==> run_1/layer_met3.png <==
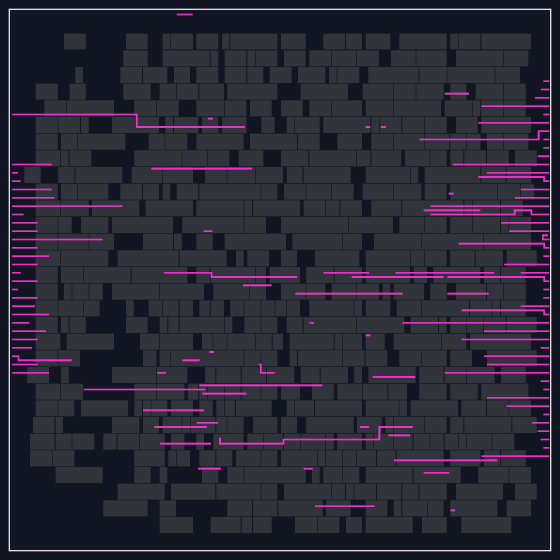
==> run_1/sizes.png <==
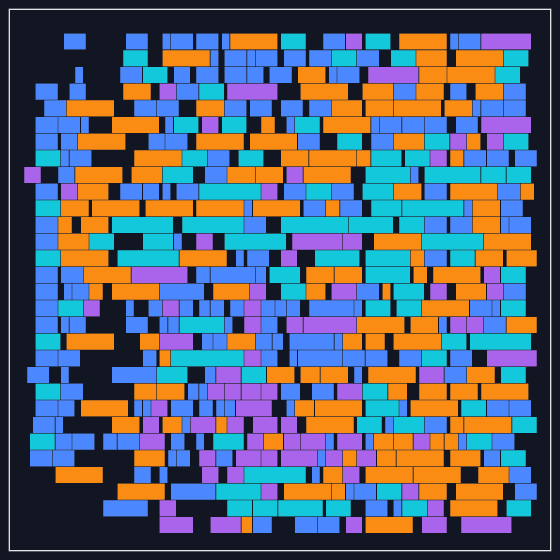
==> run_1/congestion.png <==
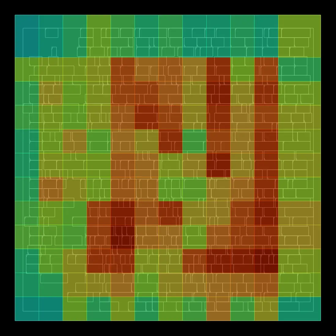
===== src/rtl/estagio_escrita.sv =====
// Write-back stage: merges ULA results and memory loads into one write port.
// Optional macro PROTEGE_ZERO_EN suppresses every write to register 0.
module estagio_escrita #(
    parameter int LARG_DADO = 32,
    parameter int LARG_END  = 6,
    parameter int TIMEOUT   = 1024
) (
    input  logic                 clock,
    input  logic                 reset,
    input  logic                 ula_valido,
    input  logic [LARG_END-1:0]  ula_end,
    input  logic [LARG_DADO-1:0] ula_dado,
    input  logic                 load_inicia,
    input  logic [LARG_END-1:0]  load_end,
    input  logic                 mem_pronto,
    input  logic [LARG_DADO-1:0] mem_dado,
    output logic [LARG_END-1:0]  end_escrita,
    output logic [LARG_DADO-1:0] dados_escrita,
    output logic                 EscreveReg,
    output logic                 pausa,
    output logic [LARG_END-1:0]  pendente_end,
    output logic                 erro_mem
);

    localparam int LARG_CONT = $clog2(TIMEOUT);
    localparam logic [LARG_CONT-1:0] CONT_MAX =
        LARG_CONT'(TIMEOUT - 1);

    typedef enum logic [1:0] {
        OCIOSO,
        AGUARDA_MEM,
        ERRO
    } estado_t;

    estado_t               estado;
    estado_t               estado_prox;
    logic [LARG_CONT-1:0]  cont;
    logic [LARG_CONT-1:0]  cont_prox;
    logic                  erro_prox;
    logic                  captura_load;
    logic                  esc_pedido;
    logic                  esc_aceita;
    logic [LARG_END-1:0]   esc_end;
    logic [LARG_DADO-1:0]  esc_dado;

    always_ff @(posedge clock) begin
        if (reset) begin
            estado   <= OCIOSO;
            cont     <= '0;
            erro_mem <= 1'b0;
        end else begin
            estado   <= estado_prox;
            cont     <= cont_prox;
            erro_mem <= erro_prox;
        end
    end

    always_comb begin
        estado_prox  = estado;
        cont_prox    = cont;
        erro_prox    = erro_mem;
        captura_load = 1'b0;
        esc_pedido   = 1'b0;
        esc_end      = ula_end;
        esc_dado     = ula_dado;
        unique case (estado)
            OCIOSO: begin
                esc_pedido = ula_valido;
                if (load_inicia) begin
                    captura_load = 1'b1;
                    cont_prox    = '0;
                    estado_prox  = AGUARDA_MEM;
                end
            end
            AGUARDA_MEM: begin
                // A late answer on the last allowed cycle still counts.
                if (mem_pronto) begin
                    esc_pedido  = 1'b1;
                    esc_end     = pendente_end;
                    esc_dado    = mem_dado;
                    estado_prox = OCIOSO;
                end else if (cont == CONT_MAX) begin
                    estado_prox = ERRO;
                    erro_prox   = 1'b1;
                end else begin
                    cont_prox = cont + 1'b1;
                end
            end
            ERRO: begin
                erro_prox = 1'b1;
            end
            default: begin
                estado_prox = OCIOSO;
            end
        endcase
    end

`ifdef PROTEGE_ZERO_EN
    assign esc_aceita = esc_pedido && (esc_end != '0);
`else
    assign esc_aceita = esc_pedido;
`endif

    always_ff @(posedge clock) begin
        if (reset) begin
            end_escrita   <= '0;
            dados_escrita <= '0;
            EscreveReg    <= 1'b0;
            pendente_end  <= '0;
        end else begin
            EscreveReg <= esc_aceita;
            if (esc_aceita) begin
                end_escrita   <= esc_end;
                dados_escrita <= esc_dado;
            end
            if (captura_load) begin
                pendente_end <= load_end;
            end
        end
    end

    assign pausa = (estado != OCIOSO);

endmodule


===== config.mk =====
export PLATFORM = sky130hd
export DESIGN_NAME = estagio_escrita
export DESIGN_NICKNAME = d
export VERILOG_FILES = /design/src/rtl/estagio_escrita.sv
export SDC_FILE = /design/constraint.sdc
export NUM_CORES = 1
export LEC_CHECK = 0
export CAP_MARGIN = 20
export CORE_MARGIN = 2
export CORE_UTILIZATION = 37
export CTS_CLUSTER_DIAMETER = 80
export DETAILED_ROUTE_END_ITERATION = 8
export PLACE_DENSITY = 0.75
export SETUP_SLACK_MARGIN = 0.5
export SYNTH_ARGS = -nofsm -noshare
export SYNTH_HDL_FRONTEND = slang
export SYNTH_SLANG_ARGS = --single-unit

===== constraint.sdc =====
create_clock -name clock -period 1.43 [get_ports clock]
set_input_delay 0.286 -clock clock [delete_from_list [all_inputs] [get_ports clock]]
set_output_delay 0.286 -clock clock [all_outputs]
set_load 0.02 [all_outputs]

==> run notes, run 1 <==
This note records the results obtained with Yosys and OpenROAD.

GRT
The via count of the first global-routing pass was 2,959. The global-route usage over all layers is 24.8%. The initial antenna violation count was 0. Entering global routing, the biggest net connects 25 pins.

STA
Setup repair after global routing could not meet its margin everywhere. Once routing completed, OpenROAD measured the worst setup slack at -0.100 ns. The final setup TNS is -1.20 ns. OpenROAD reports that the post-layout worst path occupies 107% of the period. The fmax is 0.653 GHz. The worst slack on hold paths is 0.392 ns. In the final report, the number of endpoints failing setup comes to 36. In the final report, the number of hold violations comes to 0.

Critical path
The worst setup path is launched from a register. All stages included, the depth of the critical timing path comes to 6. The top cell family by delay on the critical path is simple AND/OR/NAND/NOR gates. The worst stage delay on the critical path is 0.36 ns. The capture point of the worst path is dados_escrita[3].

The combined buffer and inverter count along the critical path is 2. The signal arrival time at the worst endpoint is 1.74 ns. The required arrival time at the worst endpoint is 1.64 ns. The endpoint of the worst-slack reg-to-reg timing path is dados_escrita[3].

The timing report gives the worst reg2reg path a setup slack of -0.10 ns. For the worst reg-to-reg path, the startpoint reported by OpenROAD is estado[0]. In this run the worst path has a maximum fanout of 7. The start point of the critical path is estado[0]. STA classifies the critical path endpoint as a register. The cell with the largest stage delay on the worst path is sky130_fd_sc_hd__dfxtp_4.

Synthesis
The synthesized netlist occupies a cell area of 0.00262 sq mm. The post-synthesis cell count from yosys is 291. The number of synthesized register bits is 58. The number of warnings printed during yosys synthesis is 0. The fraction of registers with async set/reset is 0%. Counting every net in the synthesized netlist gives 373. The fraction of synthesized cell area taken by the top area cell type is 44.4%. After synthesis, the mean cell area works out to 8.99 sq um.

The cell count after synthesis is 291.

Final layout
The number of clock buffer instances in the layout is 12. Per the run report, area growth between synthesis and finish was 114%. The number of nets in the layout is 560. The sequential share of cell area is 21.9%.

The proportion of cell area occupied by multi-input gates is 32.8%. The post-layout instance count excluding filler cells is 578. The leading cell category by total area is non-clock buffers.

The final report gives the standard cell area, fillers excluded, as 0.00559 sq mm. The storage element area is 0.00123 sq mm. In the layout the commonest cells are 78 x sky130_fd_sc_hd__clkdlybuf4s50_1, 52 x sky130_fd_sc_hd__buf_6, 49 x sky130_fd_sc_hd__dfxtp_2.

For this run, the script counts the antenna cells in the layout as 0. The area taken by multi-input logic gates is 0.00184 sq mm. The clock tree cell share of total cell area is 3.31%.

Power and ir drop
The power density relative to cell area is 880 mW/mm^2. The static leakage power is 2.24 nW.

Floorplan
The report lists the number of standard-cell rows as 30. The die covers 0.00776 sq mm. The flow inserted 96 tap cells. Per the OpenROAD floorplan log, the width of the die is 88.1 microns. The floorplan-stage core utilization is 38.3%.

According to the floorplan report, the die height is 88.1 microns. According to the floorplan report, the placeable core area is 0.00683 sq mm.

Detailed routing
The highest layer touched by signal routing is met4. The number of optimization iterations in the first detailed-route pass is 4. The detail route stage leaves a number of antenna-violating nets equal to 0. The met3 wire length is 795 microns.

Placed design
The post-placement cell area is 0.00419 sq mm. After detailed placement, the design holds a cell count of 520. STA on the placed design reports a worst setup slack of -0.482 ns.

Clocking
The CTS sink count is 58. Post-CTS timing repair inserted 15 buffers for setup. The insertion delay of the later-clocked pin in the worst-skew pair is 0.34 ns. The longest clock path from root to sink contains 2 buffers.

The root cell of the clock tree is sky130_fd_sc_hd__clkbuf_8.

Flow run
The number of max-cap violations is 0.

Outcome
The run finished, with violations left. The final reports fail on setup timing.

Min path
For hold timing, the worst endpoint is cont[0]. In this run the most critical hold path is launched from reset.
-- layer_met3.png (at the start) --
wire length on this layer	796 microns
longest straight run	23.7 microns
nets with wire on the layer	96
total detailed-routing wirelength: 11,200 microns
met3 GRT Util: 5.47%

-- sizes.png (at the start) --
colour	size	cells	most used
orange	_2 cells	125	dfxtp_2
cyan	_6 and larger	83	buf_6
purple	_3 and _4 cells	73	buf_4
blue	_0 and _1 cells	201	clkdlybuf4s50_1
Final WS setup: -0.100 ns
buffers outside the clock class: 197

-- congestion.png (at the start) --
Util after Layout: 81.9%
met2 routing resource usage after global routing: 44.6%

## run 1: cell usage after synthesis (2+ instances only)
master / number
sky130_fd_sc_hd__mux2i_1: 40
sky130_fd_sc_hd__buf_6: 2
sky130_fd_sc_hd__a21oi_1: 10
sky130_fd_sc_hd__clkbuf_1: 15
sky130_fd_sc_hd__o21ai_1: 2
sky130_fd_sc_hd__o21ai_0: 3
sky130_fd_sc_hd__nor2_1: 45
sky130_fd_sc_hd__o22ai_1: 2
sky130_fd_sc_hd__or3_1: 4
sky130_fd_sc_hd__nor3_1: 3
sky130_fd_sc_hd__a211oi_1: 42
sky130_fd_sc_hd__mux2_2: 2
sky130_fd_sc_hd__dfxtp_1: 58
sky130_fd_sc_hd__or4_1: 2
sky130_fd_sc_hd__inv_1: 7
sky130_fd_sc_hd__nor2b_1: 2
sky130_fd_sc_hd__buf_2: 2
sky130_fd_sc_hd__nand2_1: 21
sky130_fd_sc_hd__nand3_1: 5
sky130_fd_sc_hd__nand2b_1: 8
## run 1: flip-flops by register name, indices dropped and copies added (netlist names)
register,count
EscreveReg,1
cont,10
dados_escrita,32
end_escrita,6
erro_mem,1
estado,2
pendente_end,6
## run 1: report_power, final
group	internal, W	switching [W]
logic	0.000904	0.000638
clock network	0.000839	0.000690
registers	0.00175	0.0000942
## run 1: layer usage
layer  vias up  global-route usage, %
met5         -                      0
met4         0                   9.92
met3        27                   5.47
met2       128                   44.6
met1      1477                   28.3
li1       1423                      -
## run 1: cell families (layout without fill, tap and decap cells)
family,count (synthesis),in the layout,share of synthesized area (%)
simple gates,98,98,17.0
buf+inv,28,219,4.88
flops,58,58,44.4
fa+ha+maj,1,1,0.478
compound gates,64,64,17.1
mux,42,42,16.2
==> run_1/logic_types.png <==
The bar under the picture is 20 microns long.
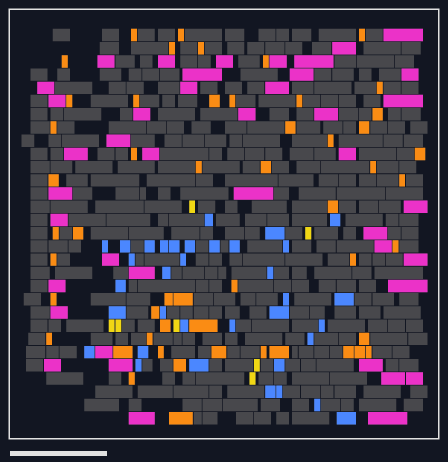

==> run 2, diff against run 1 <==
--- a/config.mk
+++ b/config.mk
@@ -10,6 +10,8 @@
 export CORE_UTILIZATION = 37
 export CTS_CLUSTER_DIAMETER = 80
 export DETAILED_ROUTE_END_ITERATION = 8
+export GPL_TIMING_DRIVEN = 0
+export MAX_ROUTING_LAYER = met4
 export PLACE_DENSITY = 0.75
 export SETUP_SLACK_MARGIN = 0.5
 export SYNTH_ARGS = -nofsm -noshare
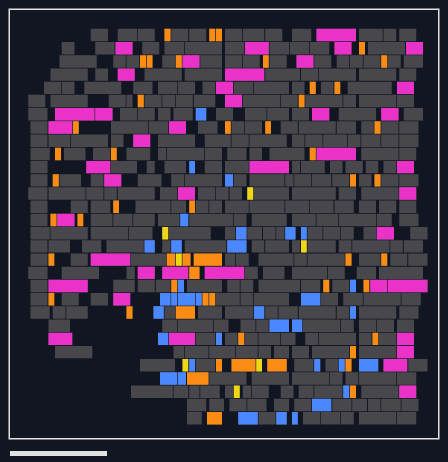
(run_2/logic_types.png)
The bar under the picture is 20 microns long.
colour	family	cells
blue	NAND gates	35
yellow	inverters	7
magenta	multiplexers	42
orange	NOR gates	52
Top cell excl fill/tap: sky130_fd_sc_hd__clkdlybuf4s50_1
Comb/total area: 33.1%

==> run 2 against run 1 <==
- the run still ends with setup timing left
- setup slack worse by 0.15 ns
- critical path type unchanged
- final cell count is 1.0% lower
- critical path depth unchanged
- hold slack improved by 0.068 ns
- die area unchanged
- count of clock-buffer cells in the layout fell by 1
- critical endpoint is now cont[4]
==> run notes, run 2 <==
This note records the results obtained with Yosys and OpenROAD.

Synthesis
The area of the mapped netlist was 0.00262 sq mm (unchanged). The number of synthesized register bits came to 58 (unchanged). The cell count after synthesis came to 291 (unchanged). The post-synthesis cell count from yosys was 291 (unchanged). The number of warnings printed during yosys synthesis came to 0 (unchanged). The fraction of registers with async set/reset is 0% (unchanged). The post-synthesis net count came to 373 (unchanged). The average footprint of a synthesized cell came to 8.99 sq um (unchanged). The most frequent cell after synthesis is sky130_fd_sc_hd__dfxtp_1.

Detailed routing
The sum of routed wire length over all layers is 11,300 microns (+0.40%). The remaining antenna violation count after routing is 0 (unchanged). The final route contains 3,086 vias. The number of optimization iterations in the first detailed-route pass is 5 (+1). The highest metal layer used by the detailed router is met4. The met3 wire length is 791 microns (-0.50%).

Final layout
The library cells used most frequently in the layout, excluding fill and tap cells, are 78 x sky130_fd_sc_hd__clkdlybuf4s50_1, 53 x sky130_fd_sc_hd__buf_6, 46 x sky130_fd_sc_hd__dfxtp_2. Counting flops per register, the top entry is dados_escrita. The number of antenna diodes is 0 (unchanged). The storage element area is 0.00123 sq mm (+0.61%).

The core occupancy in the finished layout was 77.9% (-3.9 points). The number of nets in the layout came to 553 (-1.3%). The area growth from synthesis to layout is 103%.

The non-clock buffer area fraction after layout is 37.7%. The area taken by multi-input logic gates is 0.00176 sq mm (-4.0%). The number of buffers outside the clock class in the layout was 190 (-3.6%). The clock tree cell share of total cell area came to 3.22% (-0.091 points). The registers reported with the highest flop counts are dados_escrita x32, cont x10. The flip-flop count of the largest register after layout was 32 (unchanged).

The post-route cell area is 0.00532 sq mm (-4.8%). The sequential share of cell area is 23.2% (+1.2 points). The post-layout instance count excluding filler cells was 572 (-1.0%).

Looking at the area split, the leading class of cells is non-clock buffers.

Critical path
The most critical setup path has its startpoint at cont[2]. In this design, the largest share of critical-path delay is due to flip-flops. The signal arrival time at the worst endpoint is 1.92 ns (+0.18 ns). The register-to-register setup slack is -0.25 ns (-0.15 ns). The capture point of the worst register-to-register path is recorded as cont[4]. STA classifies the critical path startpoint as a register.

The critical path's slowest stage uses the library cell sky130_fd_sc_hd__dfxtp_1. The worst setup path is captured at a register. The path length in cells of the critical path was 6 (unchanged). The source of the worst register-to-register timing path is cont[2]. The combined buffer and inverter count along the critical path is 2 (unchanged). According to the timing report, the critical path is captured at cont[4].

GRT
The met3 usage in global routing is 5.56% (+0.094 points). Global routing put the most usage on met2. The met2 usage in global routing is 39.5% (-5.1 points). The met1 layer usage reported by global route is 26.4% (-2.0 points). The via count of the first global-routing pass is 2,907 (-1.8%). The initial antenna violation count was 0 (unchanged).

Clocking
The CTS sink count is 58 (unchanged). The insertion delay of the later-clocked pin in the worst-skew pair is 0.33 ns (about the same). The buffer depth of the longest clock path is 2 (unchanged). The root cell of the clock tree is sky130_fd_sc_hd__clkbuf_8. In this run, CTS created clock tree buffers numbering 9.

Floorplan
The die height is 88.1 microns (unchanged). The number of well-tap cells placed is 96 (unchanged). The total die area is 0.00776 sq mm (unchanged). The floorplan-stage core utilization is 38.3% (unchanged). The die width is 88.1 microns (unchanged). The area inside the core boundary is 0.00683 sq mm (unchanged).

Placed design
The total instance count after detailed placement is 514 (-1.2%). The total cell area at the placement stage is 0.00404 sq mm (-3.4%). The minimum setup slack after placement is -0.634 ns (-0.152 ns).

STA
The number of failing hold endpoints at the final stage is 0 (unchanged). The final setup slack of the worst path is -0.252 ns (-0.152 ns). The fraction of the cycle the final worst path needs came to 118% (+11 points).

Setup repair after global routing could not meet its margin everywhere. The final setup TNS is -5.14 ns (-3.94 ns). The worst slack on hold paths came to 0.459 ns (+0.0677 ns). The setup-violating endpoint count in the final report was 52 (+44%).

Power and ir drop
The power density relative to cell area was 873 mW/mm^2 (-0.79%). The static leakage power is 2.14 nW (-4.4%).

Outcome
The flow ran to the end, but the final reports show violations. The checks that failed: setup timing.

Flow run
The number of max-cap violations is 0 (unchanged).

Min path
The worst hold path begins at erro_mem.
## run 2: cell types whose count changed in the layout (fill, tap and decap cells not counted), sizes merged
| cell | delta |
|---|---|
| clkbuf | +14 |
| buf | -22 |
| clkinv | +1 |
| bufinv | -1 |
| dlygate4sd2 | +1 |
| bufbuf | -1 |
| clkinvlp | +2 |
## run 2: how the worst min path moves through the flow
stage / to / slack [ns]
2_1_floorplan: pendente_end[0] / 0.42
3_3_place_gp: erro_mem / 0.44
3_5_place_dp: erro_mem / 0.44
4_1_cts: erro_mem / 0.46
5_1_grt: erro_mem / 0.48
6_report: erro_mem / 0.46
## run 2: worst register-to-register path, cell delays in order, from the launching register on
cell and delay, ns:
sky130_fd_sc_hd__dfxtp_1 0.48, sky130_fd_sc_hd__nand4_1 0.24, sky130_fd_sc_hd__buf_4 0.22, sky130_fd_sc_hd__nor3_4 0.21, sky130_fd_sc_hd__buf_6 0.16, sky130_fd_sc_hd__a211oi_2 0.05, sky130_fd_sc_hd__o21ai_1 0.24
## run 2: kinds of logic after synthesis
logic type | share of synthesized area (%)
AND-OR/OR-AND | 17.1
adder cells (fa/ha/maj) | 0.478
buffers and inverters | 4.88
flip-flops | 44.4
multiplexers | 16.2
AND/OR/NAND/NOR | 17.0
## run 2: power by group
group | switching, W | total, W | internal (W)
Sequential | 0.0000954 | 0.00184 | 0.00175
Clock | 0.000698 | 0.00137 | 0.000667
Combinational | 0.000608 | 0.00144 | 0.000829
## run 2: repair_timing
action	4_1_cts	5_1_grt
buffers inserted	21	17
pin swaps	17	36
gates resized	429	54
endpoints found under the hold margin	0	0
gates cloned	2	2
endpoints found under the setup margin	105	105
Power is estimated from default activity; no workload was simulated.
